==> src/rtl/multisim_arb_pkg.sv <==
// Shared types, constants and the round-robin pick function for the multisim
// push/pull arbiters.
package multisim_arb_pkg;

   localparam int BUSY_CNT_W = 16;
   localparam int MAX_REQ    = 16;
   localparam int PTR_W      = 4;

   typedef enum logic {
      OUT_EMPTY = 1'b0,
      OUT_FULL  = 1'b1
   } out_state_t;

   // One-hot pick of the first eligible index at or after ptr, wrapping at num_req.
   // Vectors are sized for the largest supported arbiter; callers zero-extend.
   function automatic logic [MAX_REQ-1:0] rr_pick(
      input logic [MAX_REQ-1:0] elig,
      input logic [PTR_W-1:0]   ptr,
      input int                 num_req
   );
      logic [MAX_REQ-1:0] gnt;
      logic               found;
      int                 idx;
      gnt   = '0;
      found = 1'b0;
      for (int k = 0; k < MAX_REQ; k++) begin
         idx = int'(ptr) + k;
         if (idx >= num_req) idx = idx - num_req;
         if ((k < num_req) && !found && elig[idx[PTR_W-1:0]]) begin
            gnt[idx[PTR_W-1:0]] = 1'b1;
            found               = 1'b1;
         end
      end
      return gnt;
   endfunction

endpackage

==> src/rtl/multisim_push_arbiter_if.sv <==
// Requester-side and push-client-side signals of the multisim push arbiter.
interface multisim_push_arbiter_if
   import multisim_arb_pkg::*;
#(
   parameter int NUM_REQ    = 4,
   parameter int DATA_WIDTH = 64
);
   localparam int IDX_W     = $clog2(NUM_REQ);
   localparam int OUT_WIDTH = DATA_WIDTH + IDX_W;

   logic [NUM_REQ-1:0]            req_vld;
   logic [NUM_REQ-1:0]            req_rdy;
   logic [NUM_REQ*DATA_WIDTH-1:0] req_data;
   logic [NUM_REQ-1:0]            req_mask;
   logic                          out_vld;
   logic                          out_rdy;
   logic [OUT_WIDTH-1:0]          out_data;
   logic [BUSY_CNT_W-1:0]         busy_cnt;

   modport master (
      output req_vld, req_data, req_mask, out_rdy,
      input  req_rdy, out_vld, out_data, busy_cnt
   );

   modport slave (
      input  req_vld, req_data, req_mask, out_rdy,
      output req_rdy, out_vld, out_data, busy_cnt
   );

endinterface

==> src/rtl/multisim_rr_grant.sv <==
// Combinational round-robin picker: one-hot grant plus its encoded index.
module multisim_rr_grant
   import multisim_arb_pkg::*;
#(
   parameter int  NUM_REQ = 4,
   localparam int IDX_W   = $clog2(NUM_REQ)
) (
   input  logic [NUM_REQ-1:0] elig,
   input  logic [IDX_W-1:0]   ptr,
   output logic [NUM_REQ-1:0] gnt,
   output logic [IDX_W-1:0]   gnt_idx,
   output logic               gnt_any
);

   logic [MAX_REQ-1:0] pick;

   always_comb begin
      pick    = rr_pick(MAX_REQ'(elig), PTR_W'(ptr), NUM_REQ);
      gnt     = pick[NUM_REQ-1:0];
      gnt_any = |pick;
   end

   always_comb begin
      gnt_idx = '0;
      for (int i = 0; i < NUM_REQ; i++) begin
         if (gnt[i]) gnt_idx = IDX_W'(i);
      end
   end

endmodule

==> src/rtl/multisim_push_arbiter.sv <==
// Round-robin arbiter sharing one multisim push channel among NUM_REQ requesters;
// each beat leaves through a single holding register tagged with its source index.
module multisim_push_arbiter
   import multisim_arb_pkg::*;
#(
   parameter int NUM_REQ    = 4,
   parameter int DATA_WIDTH = 64
) (
   input logic                    clk,
   input logic                    rst,
   multisim_push_arbiter_if.slave bus
);

   localparam int IDX_W     = $clog2(NUM_REQ);
   localparam int OUT_WIDTH = DATA_WIDTH + IDX_W;

   logic [DATA_WIDTH-1:0] req_payload [NUM_REQ];
   logic [NUM_REQ-1:0]    elig;
   logic [NUM_REQ-1:0]    gnt;
   logic [IDX_W-1:0]      gnt_idx;
   logic                  gnt_any;
   logic                  load;
   logic                  xfer;
   logic                  stall;

   out_state_t            state_reg;
   out_state_t            state_next;
   logic [OUT_WIDTH-1:0]  out_data_reg;
   logic [IDX_W-1:0]      rr_ptr_reg;
   logic [BUSY_CNT_W-1:0] busy_cnt_reg;

   genvar gi;
   generate
      for (gi = 0; gi < NUM_REQ; gi++) begin : g_unpack
         assign req_payload[gi] = bus.req_data[gi*DATA_WIDTH +: DATA_WIDTH];
      end
   endgenerate

   always_comb elig = bus.req_vld & bus.req_mask;

   multisim_rr_grant #(
      .NUM_REQ (NUM_REQ)
   ) u_grant (
      .elig    (elig),
      .ptr     (rr_ptr_reg),
      .gnt     (gnt),
      .gnt_idx (gnt_idx),
      .gnt_any (gnt_any)
   );

   // The holding register can accept a beat when empty or when draining this cycle.
   always_comb begin
      load        = (state_reg == OUT_EMPTY) || bus.out_rdy;
      bus.req_rdy = gnt & {NUM_REQ{load & !rst}};
      xfer        = gnt_any & load & !rst;
      stall       = (state_reg == OUT_FULL) && !bus.out_rdy;
   end

   always_ff @(posedge clk) begin
      if (rst) state_reg <= OUT_EMPTY;
      else     state_reg <= state_next;
   end

   always_comb begin
      state_next = state_reg;
      case (state_reg)
         OUT_EMPTY: if (xfer) state_next = OUT_FULL;
         OUT_FULL:  if (bus.out_rdy && !xfer) state_next = OUT_EMPTY;
         default:   state_next = OUT_EMPTY;
      endcase
   end

   always_comb begin
      bus.out_vld  = (state_reg == OUT_FULL);
      bus.out_data = out_data_reg;
      bus.busy_cnt = busy_cnt_reg;
   end

   always_ff @(posedge clk) begin
      if (rst) begin
         out_data_reg <= '0;
         rr_ptr_reg   <= '0;
         busy_cnt_reg <= '0;
      end else begin
         if (xfer) begin
            out_data_reg <= {gnt_idx, req_payload[gnt_idx]};
            rr_ptr_reg   <= (gnt_idx == IDX_W'(NUM_REQ - 1)) ? '0 : gnt_idx + IDX_W'(1);
         end
         if (stall && (busy_cnt_reg != {BUSY_CNT_W{1'b1}}))
            busy_cnt_reg <= busy_cnt_reg + BUSY_CNT_W'(1);
      end
   end

   // A requester left waiting must hold its request and payload steady.
   generate
      for (gi = 0; gi < NUM_REQ; gi++) begin : g_proto
         assert property (@(posedge clk) disable iff (rst)
            (bus.req_vld[gi] && !bus.req_rdy[gi]) |=>
            (bus.req_vld[gi] && $stable(bus.req_data[gi*DATA_WIDTH +: DATA_WIDTH])));
      end
   endgenerate

endmodule

==> src/flat_wrapper.sv <==
// flat-port wrapper written by rule: the top's interface ports become plain ports
module multisim_push_arbiter_flat import multisim_arb_pkg::*;
#(
   parameter int NUM_REQ    = 4,
   parameter int DATA_WIDTH = 64
)
  (clk, rst, bus_req_vld, bus_req_data, bus_req_mask, bus_out_rdy, bus_req_rdy, bus_out_vld, bus_out_data, bus_busy_cnt);
  multisim_push_arbiter_if #(.NUM_REQ(NUM_REQ), .DATA_WIDTH(DATA_WIDTH)) bus_i ();
  input logic clk;
  input logic rst;
  input wire logic [$bits(bus_i.req_vld)-1:0] bus_req_vld;
  input wire logic [$bits(bus_i.req_data)-1:0] bus_req_data;
  input wire logic [$bits(bus_i.req_mask)-1:0] bus_req_mask;
  input wire logic [$bits(bus_i.out_rdy)-1:0] bus_out_rdy;
  output wire logic [$bits(bus_i.req_rdy)-1:0] bus_req_rdy;
  output wire logic [$bits(bus_i.out_vld)-1:0] bus_out_vld;
  output wire logic [$bits(bus_i.out_data)-1:0] bus_out_data;
  output wire logic [$bits(bus_i.busy_cnt)-1:0] bus_busy_cnt;
  assign bus_i.req_vld = bus_req_vld;
  assign bus_i.req_data = bus_req_data;
  assign bus_i.req_mask = bus_req_mask;
  assign bus_i.out_rdy = bus_out_rdy;
  assign bus_req_rdy = bus_i.req_rdy;
  assign bus_out_vld = bus_i.out_vld;
  assign bus_out_data = bus_i.out_data;
  assign bus_busy_cnt = bus_i.busy_cnt;
  multisim_push_arbiter #(.NUM_REQ(NUM_REQ), .DATA_WIDTH(DATA_WIDTH)) u_core (.clk(clk), .rst(rst), .bus(bus_i));
endmodule
==> config.mk <==
export PLATFORM = sky130hd
export DESIGN_NAME = multisim_push_arbiter_flat
export DESIGN_NICKNAME = d
export VERILOG_FILES = /design/src/rtl/multisim_arb_pkg.sv /design/src/rtl/multisim_push_arbiter_if.sv /design/src/rtl/multisim_rr_grant.sv /design/src/rtl/multisim_push_arbiter.sv /design/src/flat_wrapper.sv
export SDC_FILE = /design/constraint.sdc
export NUM_CORES = 1
export LEC_CHECK = 0
export CORE_MARGIN = 10
export CORE_UTILIZATION = 36
export CTS_BUF_LIST = sky130_fd_sc_hd__clkbuf_16
export CTS_CLUSTER_SIZE = 40
export DETAILED_ROUTE_END_ITERATION = 10
export PLACE_DENSITY = 0.93
export RECOVER_POWER = 100
export SYNTH_ARGS = -nofsm -noshare
export SYNTH_HDL_FRONTEND = slang
export SYNTH_HIERARCHICAL = 1
export SYNTH_SLANG_ARGS = --single-unit
==> constraint.sdc <==
create_clock -name clk -period 3.8 [get_ports clk]
set_clock_uncertainty 0.1 [all_clocks]
set_input_delay 0.57 -clock clk [delete_from_list [all_inputs] [get_ports clk]]
set_output_delay 0.57 -clock clk [all_outputs]
set_load 0.01 [all_outputs]
==> notes.md, run 1 <==
The following summarizes the physical implementation.

Status
The flow ran to the end, but the final reports show violations. The checks that failed: capacitance limit, slew limit.

Clock network
The cell sitting at the root of the clock tree is a sky130_fd_sc_hd__clkbuf_16. The number of buffers inserted by hold repair at cts is 0. Buffers inserted during clock tree synthesis total 9.

The TritonCTS clock tree is built. In this run the deepest clock path goes through 2 buffers. At the later pin of the worst-skew pair, clock insertion delay measures approximately 0.34 ns.

On the worst setup and hold paths after CTS, the clock-pin slew comes to 0.06 ns. The count of clock tree sinks is 85. The level count of the clock H-tree is 3.

Drt
In the routed design, unresolved DRC markers number 0. The first-iteration detailed-routing DRC count is 386. The number of optimization iterations in the first detailed-route pass is 5. The final antenna-violating net count is 0. In the routed layout, each cell is associated on average with a via count of 5.33.

Synth
Looking at the gate-level netlist, the highest instance count belongs to sky130_fd_sc_hd__nand2_1. The commonest register cell is sky130_fd_sc_hd__dfxtp_1. The proportion of register bits with asynchronous set or reset after synthesis is 0%.

The register share after synthesis is roughly a third. The mean cell area of the mapped netlist is 9.69 µm². The biggest area contributor in the post-synthesis netlist is sky130_fd_sc_hd__dfxtp_1. After synthesis, the design contains 535 cells according to Yosys. Synthesis inferred between 80 and 90 register bits. The number of distinct library cells after synthesis is between 50 and 60. The Yosys warning count is 6. In the post-synthesis netlist, the biggest area contributors are sky130_fd_sc_hd__dfxtp_1, sky130_fd_sc_hd__mux4_2, sky130_fd_sc_hd__nand2_1, sky130_fd_sc_hd__o21ai_0, sky130_fd_sc_hd__ha_1.

The synthesis run shows the most used standard cells to be sky130_fd_sc_hd__nand2_1, sky130_fd_sc_hd__dfxtp_1, sky130_fd_sc_hd__o21ai_0. The number of synthesized flops with an enable pin is 0. The synthesized netlist cell count is 535. The area share of the leading cell type in the synthesized netlist is 32.8%. Counting every net in the synthesized netlist gives between 800 and 900. The stat command in Yosys gives a chip area of 0.00518 mm². The cell area after technology mapping is 0.00518 mm².

Die
The vertical die dimension is 140 µm. The x dimension of the die is 140 µm. The top-level port count is 354.

The count of standard-cell rows is 43. Once the floorplan was initialized, standard cells occupied a little under two fifths of the core. The chip occupies 0.0196 mm².

The core region is 0.0140 mm².

Placed design
In this run, placement finished with an instance count of 1048. RePlAce ended its routability-driven mode at a weighted congestion of 0.885. STA on the placed design reports a worst setup slack of -0.131 ns. The count of input and output buffers is 353.

The standard cell area after detailed placement is ~0.009 mm². The HPWL after detailed placement is 19400 µm.

Layout
The final layout contains about 1200 nets. At the end of the flow the core is filled with cells to 66.5%. The final design area excluding fillers is between 0.009 and 0.01 mm². The area added between synthesis and finish is 79.6%. Per the cell usage report, the commonest logic cells after layout are sky130_fd_sc_hd__clkdlybuf4s50_1, sky130_fd_sc_hd__nand2_1, sky130_fd_sc_hd__dlygate4sd3_1, sky130_fd_sc_hd__dfxtp_1, sky130_fd_sc_hd__o21ai_0. Cells with a size suffix above 1 make up 14.2% of the layout.

The register with the most flip-flops in the layout has 66 of them.

Final timing
The worst path in the final design needs a cycle of 3.69 ns, including I/O delays and setup. The maximum achievable frequency is ~0.27 GHz. The final setup violation count is 0. In the finished design, the share of the clock period the worst path needs comes to 97.2%. Setup repair after global routing left no endpoint under its margin. Hold is met by ~0.35 ns.

Counting pins that exceed their max-slew limit in the final report gives 34. The pin slew with the least headroom to its limit is 1.61 ns. The final total negative setup slack is 0 ns. The worst pin sits at a relative slew slack of -7.64%. The final hold violation count is 0.

Once routing completed, OpenROAD measured the worst setup slack at 0.106 ns.

Worst hold path
For hold timing, the worst endpoint is u_core/bus.out_data[6]. Hold analysis shows the worst path with a depth of 2. In this run the worst hold path is classified as reg2reg.

The worst hold path startpoint is u_core/bus.out_data[6].

Global route
The largest net degree at the start of global routing is 72. The number of antenna violations at the first check in global routing is 1. The via count of the first global-routing pass is 6044. Recorded from the global router log, the overflow total was 0. The global-route wire length before repair is 34800 µm.

Setup path
The critical path launch point type is a primary input. For flop-to-flop paths, the worst setup slack is 0.25 ns. The required arrival time at the worst endpoint is 3.13 ns. Listed in order, past its start point the critical path passes clkdlybuf4s50_1 -> and2_2 -> mux2_1 -> o21ai_1 -> a32oi_2 -> a211oi_4 -> a221o_1 -> and3_2 -> clkdlybuf4s50_1. The highest-delay cell along the critical path is sky130_fd_sc_hd__clkdlybuf4s50_1. The delay contributed by the slowest stage of the critical path is around 0.53 ns.

The reg-to-reg critical path endpoint is u_core/bus.out_data[10]. Max fanout on the critical path was recorded as 5. The nature of the critical path endpoint is an output pin.

The most common cell type on the critical path is sky130_fd_sc_hd__clkdlybuf4s50_1. The capture point of the critical path is bus_req_rdy[0]. The arrival time of data at the worst endpoint is listed as 3.02 ns. The source of the worst register-to-register timing path is u_core/rr_ptr_reg[1]. The launch point of the worst path is bus_req_vld[1]. Counting cells, the worst reg-to-reg path comes to 12. The category of the critical setup timing path is in2out.

Power and ir drop
The leakage dissipation is between 3 and 4 nW. The report lists the power per cell area as 689 mW/mm². The overall power after layout is 6.42 mW. Looking at the VDD voltage map, the peak drop is between 0.5 and 0.6 mV.

Run
The tool flagged a number of max-cap violations equal to 1. The logs give a warning total of 33.
==> run 1: area by class of cell <==
type / instances / area, µm²
clock inverters: 7 / 58.8
multi-input cells: 394 / 3280
repair buffers: 376 / 3750
inverters: 15 / 56.3
flip-flops and latches: 85 / 1700
clock buffers: 9 / 225
fillers: 1012 / 4680
well taps: 180 / 225
diodes: 1 / 2.50
==> run 1: power breakdown <==
group	switching, mW	leakage (nW)	total, mW	internal [mW]
Sequential	0.128	0.700	1.29	1.16
Clock	0.353	0.147	0.853	0.500
Combinational	1.95	2.68	4.27	2.32
Total	2.43	3.53	6.42	3.99
==> run 1: timing repair <==
item,CTS,global route
resized,3,8
buffers inserted,0,2
pin swaps,1,5
endpoints found under the setup margin,2,4
==> run 1: worst max-delay path: cells and delay by family <==
family | cells | cell delay [ns]
buffers and inverters | 2 | 0.92
AND-OR/OR-AND | 4 | 0.82
multiplexers | 1 | 0.32
AND/OR/NAND/NOR | 2 | 0.39
==> run 1: per-layer routing <==
layer	wire [µm]	vias to the layer above	share of wire, %	global-route usage (%)
met1	8060	2699	34	23.0
met5	0	-	0	0
li1	-	2654	-	-
met2	12500	294	53	41.0
met3	2180	44	9.3	8.96
met4	699	0	3.0	8.15
==> run 1: cell families (layout without fill, tap and decap cells) <==
logic type / after synthesis / count (layout) / synth area share, %
AOI/OAI and AO/OA: 106 / 106 / 12.3
buffers and inverters: 56 / 407 / 4.54
DFF: 85 / 85 / 32.8
other: 0 / 1 / 0
muxes: 73 / 73 / 30.2
and+or+nand+nor: 204 / 204 / 17.6
adders and majority gates: 9 / 9 / 2.17
xor gates and xnor gates: 2 / 2 / 0.338
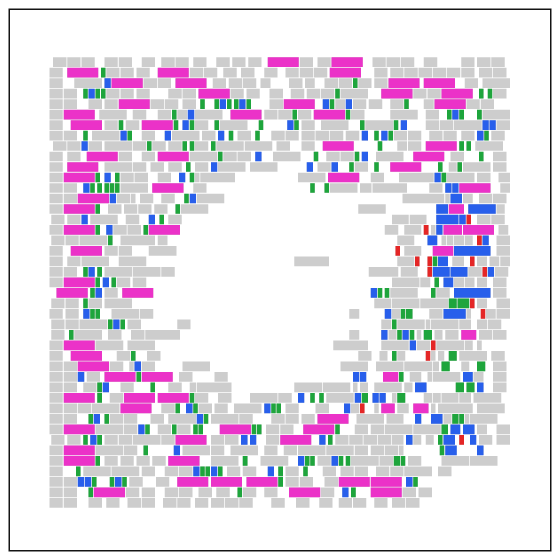
Fig. 1. Selected gate families (run 1).
Key: inv cells = red [cells 15, where east]; aoi and oai cells = blue [cells 104, where spread over the die]; nand cells = green [cells 156, where spread over the die]; mux cells = magenta [cells 73, where spread over the die]
Final Non-Filler Cells: 1067
top logic cell by instance count in the layout: sky130_fd_sc_hd__clkdlybuf4s50_1
multi-input logic portion of the cell area: 35.3%

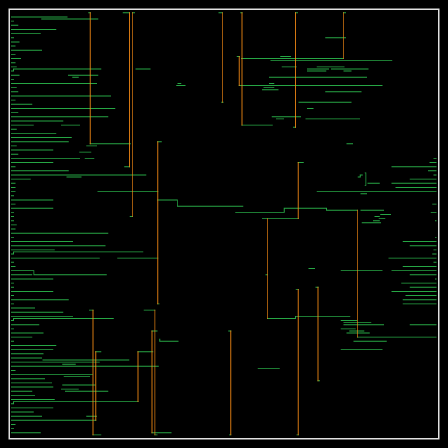
Fig. 2. Signal wires by layer (run 1).
Only two layers are drawn.
Key: metal 3 = green [wire length 2180 µm]; metal 4 = orange [wire length 699 µm]
Global Route Usage Sum: 22.7%
overall routed net length: 23400 µm
average wire per cell in the routed design: 22.0 µm
number of vias in the routed layout: 5691

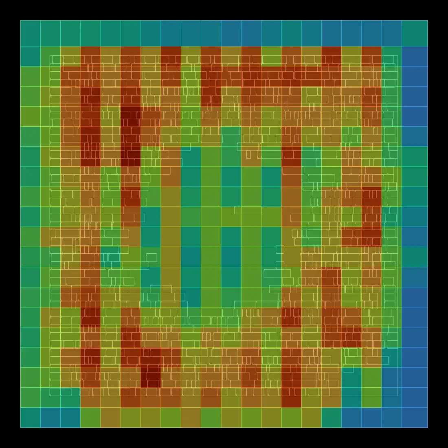
Fig. 3. Congestion heat map (run 1).
met1 GRT Util: 23.0%
most crowded layer after global routing: met2

==> run 2: changes to the inputs <==
CAP_MARGIN = 10   (was not set)
SLEW_MARGIN = 10   (was not set)
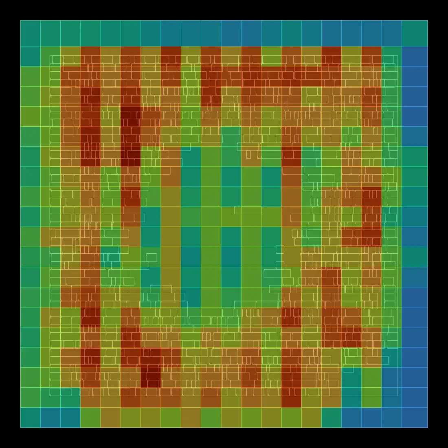
Fig. 4. Congestion heat map (run 2).
GRT met2 Usage: 41.0%
met3 GRT Util: 8.96%
end-of-flow core utilization: 66.5%

==> run 2 against run 1 <==
The flow still finishes with violations (capacitance limit, slew limit); die area stayed put; synthesized area stayed put; first-iteration DRC count stayed put; non-clock buffer count stayed put; fmax stayed put; critical path type unchanged; critical endpoint unchanged; largest power group unchanged.
==> notes.md, run 2 <==
The following summarizes the physical implementation.

Synth
The post-synth area from yosys stat is 0.00518 mm². The mean cell area of the mapped netlist is ~9.7 µm². In the synthesized netlist the async set-or-reset flop fraction comes to 0%. After synthesis the netlist holds a flip-flop and latch count of 85. The number of synthesized flops with an enable pin is 0.

The netlist uses between 50 and 60 different library cells. In the synthesized netlist the dominant register cell turns out to be sky130_fd_sc_hd__dfxtp_1. The synthesized netlist occupies a cell area of 0.00518 mm². The net count entering floorplan is 811. For this design, Yosys synthesis ends with a cell count of 535. The register share after synthesis is 32.8%. The area share of the leading cell type in the synthesized netlist is 32.8%. The top cell type by instance count after synthesis is sky130_fd_sc_hd__nand2_1. The synthesized instance count is 535.

The Yosys warning count is 6. sky130_fd_sc_hd__dfxtp_1 takes more of the synthesized area than any other cell.

Die
The overall die size recorded for this design is between 0.015 and 0.02 mm². The number of tapcells is 180. The vertical die dimension is 140 µm. The standard cell core area is 0.0140 mm². The die is 140 µm wide. Before placement the cells fill 37.0% of the core.

The report lists the number of standard-cell rows as roughly 43.

Layout
The non-clock inverters instantiated in the layout total 15. The number of nets in the layout is 1157. The register with the most flip-flops in the layout has 66 of them. The flip-flop and latch count is around 85. Per the cell usage report, the commonest logic cells after layout are sky130_fd_sc_hd__clkdlybuf4s50_1, sky130_fd_sc_hd__nand2_1, sky130_fd_sc_hd__dlygate4sd3_1, sky130_fd_sc_hd__dfxtp_1, sky130_fd_sc_hd__o21ai_0. The diode insertion count for antenna repair is 1.

The dominant kind of cell by area is non-clock buffers. The number of buffers other than clock buffers in the final layout is 376. The final design area excluding fillers is 0.00931 mm². Summing all multi-input logic gate instances after layout gives 0.00328 mm².

The fraction of area in multi-input gates is between 30% and 40%. The finished layout holds 1067 standard cells, fillers aside. The most used logic cell in the final layout is sky130_fd_sc_hd__clkdlybuf4s50_1. The number of multi-input logic gates is 394.

The total of clock buffers placed in the layout is 9. In the final layout, flip-flops and latches take up a little under a fifth of the cell area. The share of cells above drive strength 1 is 14.2%.

In this run the layout overhead on the synthesized area is reported as 79.6%. The fill cell instance count of the final layout is just over 1000. The sequential standard cell area is between 0.0015 and 0.002 mm². The non-clock buffer contribution to total cell area is around two fifths. Clock tree buffers and inverters occupy 3.05% of the routed design's cell area.

Drt
After detailed routing, the number of vias per cell comes to 5.33. The number of optimization iterations in the first detailed-route pass is 5. Per the detail_route report, the via count comes to 5691.

In this run the remaining antenna-violating nets after routing total 0. The detail-routed net length per standard cell is 22.0 µm. For this block, the initial DRC count from the detailed router was slightly below 400. The detailed router reported a total wirelength of roughly 23000 µm.

Setup path
The number of buffers and inverters on the critical path is 2. The launch point of the worst register-to-register path is recorded as u_core/rr_ptr_reg[1]. The worst endpoint data arrival time is 3.02 ns.

The worst setup path is launched from a primary input. The worst-case reg-to-reg path depth is 12. The highest-delay cell along the critical path is sky130_fd_sc_hd__clkdlybuf4s50_1. According to the timing report, the data required time at the worst endpoint equals 3.13 ns.

For reference, the critical path cell chain is clkdlybuf4s50_1 -> and2_2 -> mux2_1 -> o21ai_1 -> a32oi_2 -> a211oi_4 -> a221o_1 -> and3_2 -> clkdlybuf4s50_1. Looking at the setup timing report, the critical path kind is in2out. Per STA, the library cell used most along the worst path is sky130_fd_sc_hd__clkdlybuf4s50_1. The reg-to-reg critical path endpoint is u_core/bus.out_data[10]. The maximum net fanout on the critical path is 5.

Final timing
The final setup violation count is 0. Derived from the worst setup path, the maximum achievable clock frequency is 0.271 GHz. The final critical path time including I/O delays and setup is around 3.7 ns.

In the post-route analysis, the smallest setup slack over all paths is 0.106 ns. The final total negative setup slack is 0 ns. For the pin with the worst max-slew slack, the measured transition is 1.61 ns. The final hold slack is 0.354 ns. Per the final timing report, the hold violations number 0. The final timing report lists a max-slew violation count of 34. The worst path uses 97.2% of the clock period.

Placed design
The number of placed instances, taps included is 1048. After legalization and detailed placement, the total HPWL measured 19400 µm. The count of input and output buffers is 353. The congestion estimate from routability-driven global placement came to 0.885. Timing analysis after detailed placement gives a worst setup slack of -0.131 ns.

The standard cell area after detailed placement is 0.00901 mm².

Status
The final reports fail on capacitance limit, slew limit. The flow ran to the end, but the final reports show violations.

Clock network
The clock root buffer is sky130_fd_sc_hd__clkbuf_16. The number of clock sinks came to 85. The CTS buffer count is 9. The TritonCTS clock tree is built.

As reported, the later end of the worst-skew pair has a clock insertion delay of 0.34 ns. On the reported timing paths, the clock transition at the registers reads 0.06 ns.

Global route
The via count of the first global-routing pass was between 6000 and 7000. Entering global routing, the biggest net connects 72 pins. The global route stage reports its total congestion overflow as 0. The number of antenna violations at the first check in global routing was 1.

Run
The number of maximum-capacitance violations is 1.

Worst hold path
The worst hold path startpoint is u_core/bus.out_data[6]. In this run the worst hold path is classified as reg2reg. The report gives the cell count of the worst hold path as 2.

Power and ir drop
Per the OpenROAD power report, leakage power amounts to 3.53 nW.
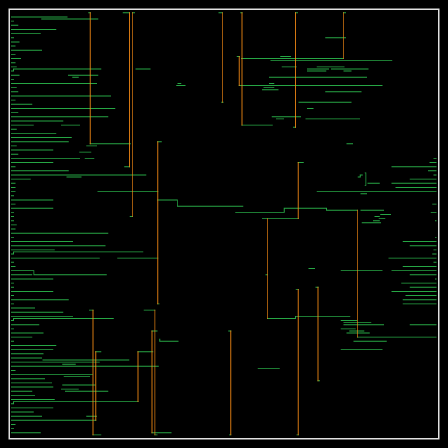
Fig. 5. Signal wires by layer (run 2).
Only two layers are drawn.
Key: metal 3 = green [wire length 2180 µm]; metal 4 = orange [wire length 699 µm]

==> run 2: routing by layer <==
| layer | up-vias | global-route usage [%] | wire length (µm) |
|---|---|---|---|
| met5 | - | 0 | 0 |
| met3 | 44 | 8.96 | 2180 |
| met2 | 294 | 41.0 | 12500 |
| met4 | 0 | 8.15 | 699 |
| li1 | 2654 | - | - |
| met1 | 2699 | 23.0 | 8060 |
==> run 2: cells by family after synthesis <==
family                     after synthesis  share of synthesized area [%]
muxes                                   73                           30.2
DFF                                     85                           32.8
adders and majority gates                9                           2.17
and+or+nand+nor                        204                           17.6
AOI/OAI and AO/OA                      106                           12.3
buffers and inverters                   56                           4.54
xor gates and xnor gates                 2                          0.338
==> run 2: what timing repair did <==
action | in CTS | in global routing
hold buffers | 0 | 0
gates resized | 3 | 8
pin swaps | 1 | 5
cloned | 0 | 0
setup buffers | 0 | 2
setup endpoints to repair | 2 | 4
==> run 2: worst max-delay path by stage <==
stage	startpoint	end	slack [ns]	depth (start not counted)
final	bus_req_vld[1]	bus_req_rdy[0]	0.11	9
after detailed placement	bus_req_vld[2]	u_core/bus.out_data[60]	-0.13	14
after global placement	bus_req_vld[2]	u_core/bus.out_data[4]	0.04	14
after CTS	u_core/rr_ptr_reg[1]	bus_req_rdy[0]	0.02	8
after global routing	bus_req_mask[3]	bus_req_rdy[1]	0.02	10
after floorplan	u_core/rr_ptr_reg[0]	u_core/bus.out_data[0]	0.30	13
==> run 2: where the power goes <==
group | switching (mW) | internal [mW] | total, mW
logic | 1.95 | 2.32 | 4.27
registers | 0.128 | 1.16 | 1.29
clock network | 0.353 | 0.500 | 0.853
total | 2.43 | 3.99 | 6.42
Fig. 6: run 2, where the registers sit
The bar under the picture is 50 µm long. Other sequential cells in the stronger grey, the rest of the logic in the fainter grey.
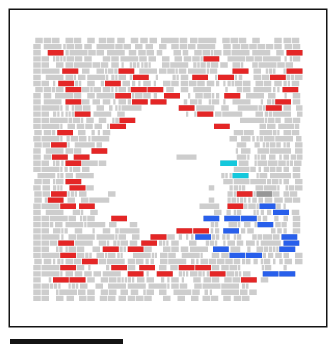

==> run 3: changes to the inputs <==
CORE_AREA = 2 2 139 141   (was not set)
CORE_MARGIN = not set   (was 10)
CORE_UTILIZATION = not set   (was 36)
DIE_AREA = 0 0 141 143   (was not set)
GPL_TIMING_DRIVEN = 1   (was not set)
PLACE_DENSITY = 0.77   (was 0.93)
REMOVE_ABC_BUFFERS = 1   (was not set)
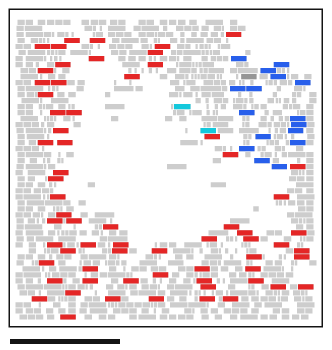
Fig. 7. Where the registers sit (run 3).
The bar under the picture is 50 µm long. Other sequential cells in the stronger grey, the rest of the logic in the fainter grey.
Key: u_core/bus.busy_cnt = blue [placed flops 16]; u_core/bus.out_data = red [placed flops 66, where spread over the die]; u_core/rr_ptr_reg = cyan [placed flops 2]
Another 1 sequential cells are not coloured.

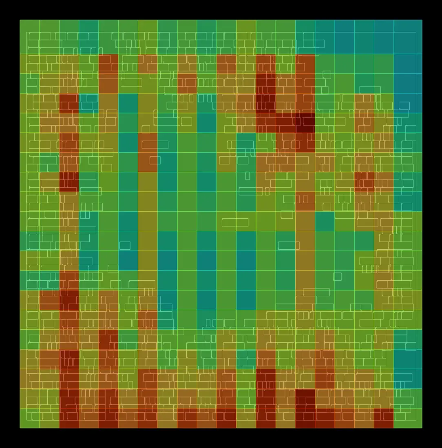
Fig. 8. Congestion heat map (run 3).
Global Route Usage Sum: 20.0%
average wire per cell in the routed design: 18.3 µm
met1 GRT Util: 22.5%
end-of-flow core utilization: 50.4%
GRT met2 Usage: 36.2%

==> run 3 against run 2 <==
Register-to-register slack better by 0.10 ns; highest routed layer unchanged; first-iteration DRC count is 48% lower; the flow now finishes without violations; flip-flop count stayed put; hold slack worse by 0.0026 ns; synthesized cell count stayed put; via count is 1.7% lower; critical path depth is 1 higher; global-route usage is 2.6 points lower; fmax is 0.14% lower.
==> notes.md, run 3 <==
The following summarizes the physical implementation.

Setup path
The maximum net fanout on the critical path is 5. STA puts the critical path data required time at about 3.1 ns. The arrival time of data at the worst endpoint is listed as between 3 and 4 ns. Looking at the setup timing report, the critical path kind is in2out. The critical path launch point type is a primary input. The report puts the cell count of the worst reg-to-reg path at 11. The delay contributed by the slowest stage of the critical path is about 0.48 ns. The most common cell type on the critical path is sky130_fd_sc_hd__clkdlybuf4s50_1. The reg2reg setup slack is 0.35 ns.

The launch point of the worst path is bus_req_vld[1]. In this run the critical register-to-register path is captured at u_core/bus.out_data[39]. Per the OpenROAD timing report, the critical path contains 10 cells.

Synth
Post-synth the commonest register cell is sky130_fd_sc_hd__dfxtp_1. The synthesis log from Yosys contains 6 warnings. The post-synth area from yosys stat is 0.00518 mm².

Of all cell types, the one taking the most synthesized area is sky130_fd_sc_hd__dfxtp_1. A synthesized cell averages 9.69 µm². The synthesis run shows the most used standard cells to be sky130_fd_sc_hd__nand2_1, sky130_fd_sc_hd__dfxtp_1, sky130_fd_sc_hd__o21ai_0.

The proportion of register bits with asynchronous set or reset after synthesis is 0%. The synthesized netlist handed to floorplanning was reported with a cell count of 535. The number of distinct library cells after synthesis is about 52. The post-synth count of flops with an enable pin is 0. The mapped netlist covers 0.00518 mm². The total of flip-flops plus latches after synthesis is between 80 and 90. The register share after synthesis is 32.8%.

Final timing
The final hold violation count is 0. The final critical path takes up a little over nine tenths of the cycle. From the final report, the count of setup violators was given as 0. Subtracting the final worst setup slack from the clock period gives 3.70 ns. The relative max-transition margin is 5.94%. Per the timing report, the achievable frequency comes out to 0.270 GHz. The final max-slew violation count recorded for this run is 0.

Die
The x dimension of the die is 141 µm. The die is 143 µm tall. The flow inserted 234 tap cells. The standard cell core area is 0.0186 mm². The core utilization at floorplan is 27.9%. The count of standard-cell rows is about 50.

Status
The run finished with clean final reports.

Power and ir drop
Internal power comes to 3.92 mW. The share of power burned in the clock network is 12.7%. Summing internal, switching and leakage power gives 6.33 mW. The power density normalized to cell area is 676 mW/mm². Of the total power, combinational logic draws between 60 and 70%. The worst-case vdd ir drop is between 0.6 and 0.7 mV. The power dissipated by switching net loads is 2.41 mW.

Placed design
The global placer's final weighted congestion is 0.931. The count of input and output buffers is 353. In the placement report, post-DP HPWL is listed as 16400 µm.

Layout
The net count of the finished layout is between 1000 and 1500. There are between 80 and 90 flip-flops and latches. Measured on the final layout, buffering overhead outside the clock network stands at 40.3%. The final design was reported to hold multi-input combinational gates totalling 394. The sequential standard cell area is 0.00170 mm². The share of cells above drive strength 1 is around 14%. Multi-input logic gates represent a cell area share of 35.0%. Ranking logic cells in the layout by count gives the top entries sky130_fd_sc_hd__clkdlybuf4s50_1, sky130_fd_sc_hd__nand2_1, sky130_fd_sc_hd__dlygate4sd3_1, sky130_fd_sc_hd__dfxtp_1, sky130_fd_sc_hd__o21ai_0.

The flip-flop count of the largest register, all copies and words added is 66. Summing all multi-input logic gate instances after layout gives 0.00328 mm². The count of non-CTS inverters in the layout is 15. By instance count after routing, the leading logic cell type is sky130_fd_sc_hd__clkdlybuf4s50_1. The clock buffers instantiated in the layout total 9.

Clock network
TritonCTS created 9 clock buffers. The clock transition time at the flip-flop clock pins of the worst setup and hold paths is 0.06 ns. The level count of the clock H-tree is 3. The longest clock path from root to sink contains 2 buffers. The cell sitting at the root of the clock tree is a sky130_fd_sc_hd__clkbuf_16. The insertion delay to the later sink of the worst-skew pair is roughly 0.33 ns.

The post-CTS setup buffer count is 0.

Drt
For this run, the detailed router's first-pass iteration total came to 5. The final antenna-violating net count is 0. The detailed router finished its first iteration with around 200 violations. The per-cell via count in the routed design is 4.99.

Global route
The number of antenna violations at the first check in global routing came to 1. The global-route wire length before repair is 31000 µm. The overflow left after global routing is 0.

Worst hold path
The report gives the cell count of the worst hold path as 2. The worst hold path begins at u_core/bus.out_data[46].

Run
OpenROAD emitted warnings numbering 32.
[run 3: cell count changes in the layout (fill, tap and decap cells not counted), moves of 2 or more]
cell	before	now
sky130_fd_sc_hd__and2_1	1	3
sky130_fd_sc_hd__and2_2	2	0
sky130_fd_sc_hd__buf_12	4	6
sky130_fd_sc_hd__clkinv_2	1	4
sky130_fd_sc_hd__buf_4	17	9
sky130_fd_sc_hd__buf_6	0	2
sky130_fd_sc_hd__clkinv_1	2	0
[run 3: cell families (layout without fill, tap and decap cells)]
kind of cell	count (synthesis)	in the layout	share of synthesized area (%)
fa+ha+maj	9	9	2.17
simple gates	204	204	17.6
buf+inv	56	406	4.54
mux	73	73	30.2
other cells	0	1	0
flops	85	85	32.8
xor+xnor	2	2	0.338
compound gates	106	106	12.3
[run 3: power by group through the flow]
stage | registers, mW | clock network [mW] | logic (mW)
floorplan | 1.42 | 0 | 2.30
global placement | 1.32 | 0 | 4.42
detailed placement | 1.32 | 0 | 4.48
CTS | 1.31 | 0.828 | 4.48
global route | 1.33 | 0.866 | 4.59
finish | 1.30 | 0.806 | 4.23
[run 3: metal layers]
layer  global-route usage (%)  part of all wire (%)  vias to the layer above
li1                         -                     -                     2665
met1                     22.5                    38                     2632
met4                     7.63                   2.7                        0
met5                        0                     0                        -
met3                     5.47                   7.7                       39
met2                     36.2                    51                      257
[run 3: stage by stage]
stage | instances | setup slack (ns) | instance area [µm²] | hold slack (ns)
3_5_place_dp | 1102 | -0.0243 | 9150 | 0.350
4_1_cts | 1118 | 0.0192 | 9410 | 0.359
5_1_grt | 1120 | -0.00678 | 9370 | 0.370
3_3_place_gp | 1102 | 0.0465 | 9150 | 0.343
2_1_floorplan | 494 | -4.44 | 5000 | 0.374
6_report | 1120 | 0.101 | 9370 | 0.351
Power figures rest on the tool's default switching activity, not on a simulated workload.
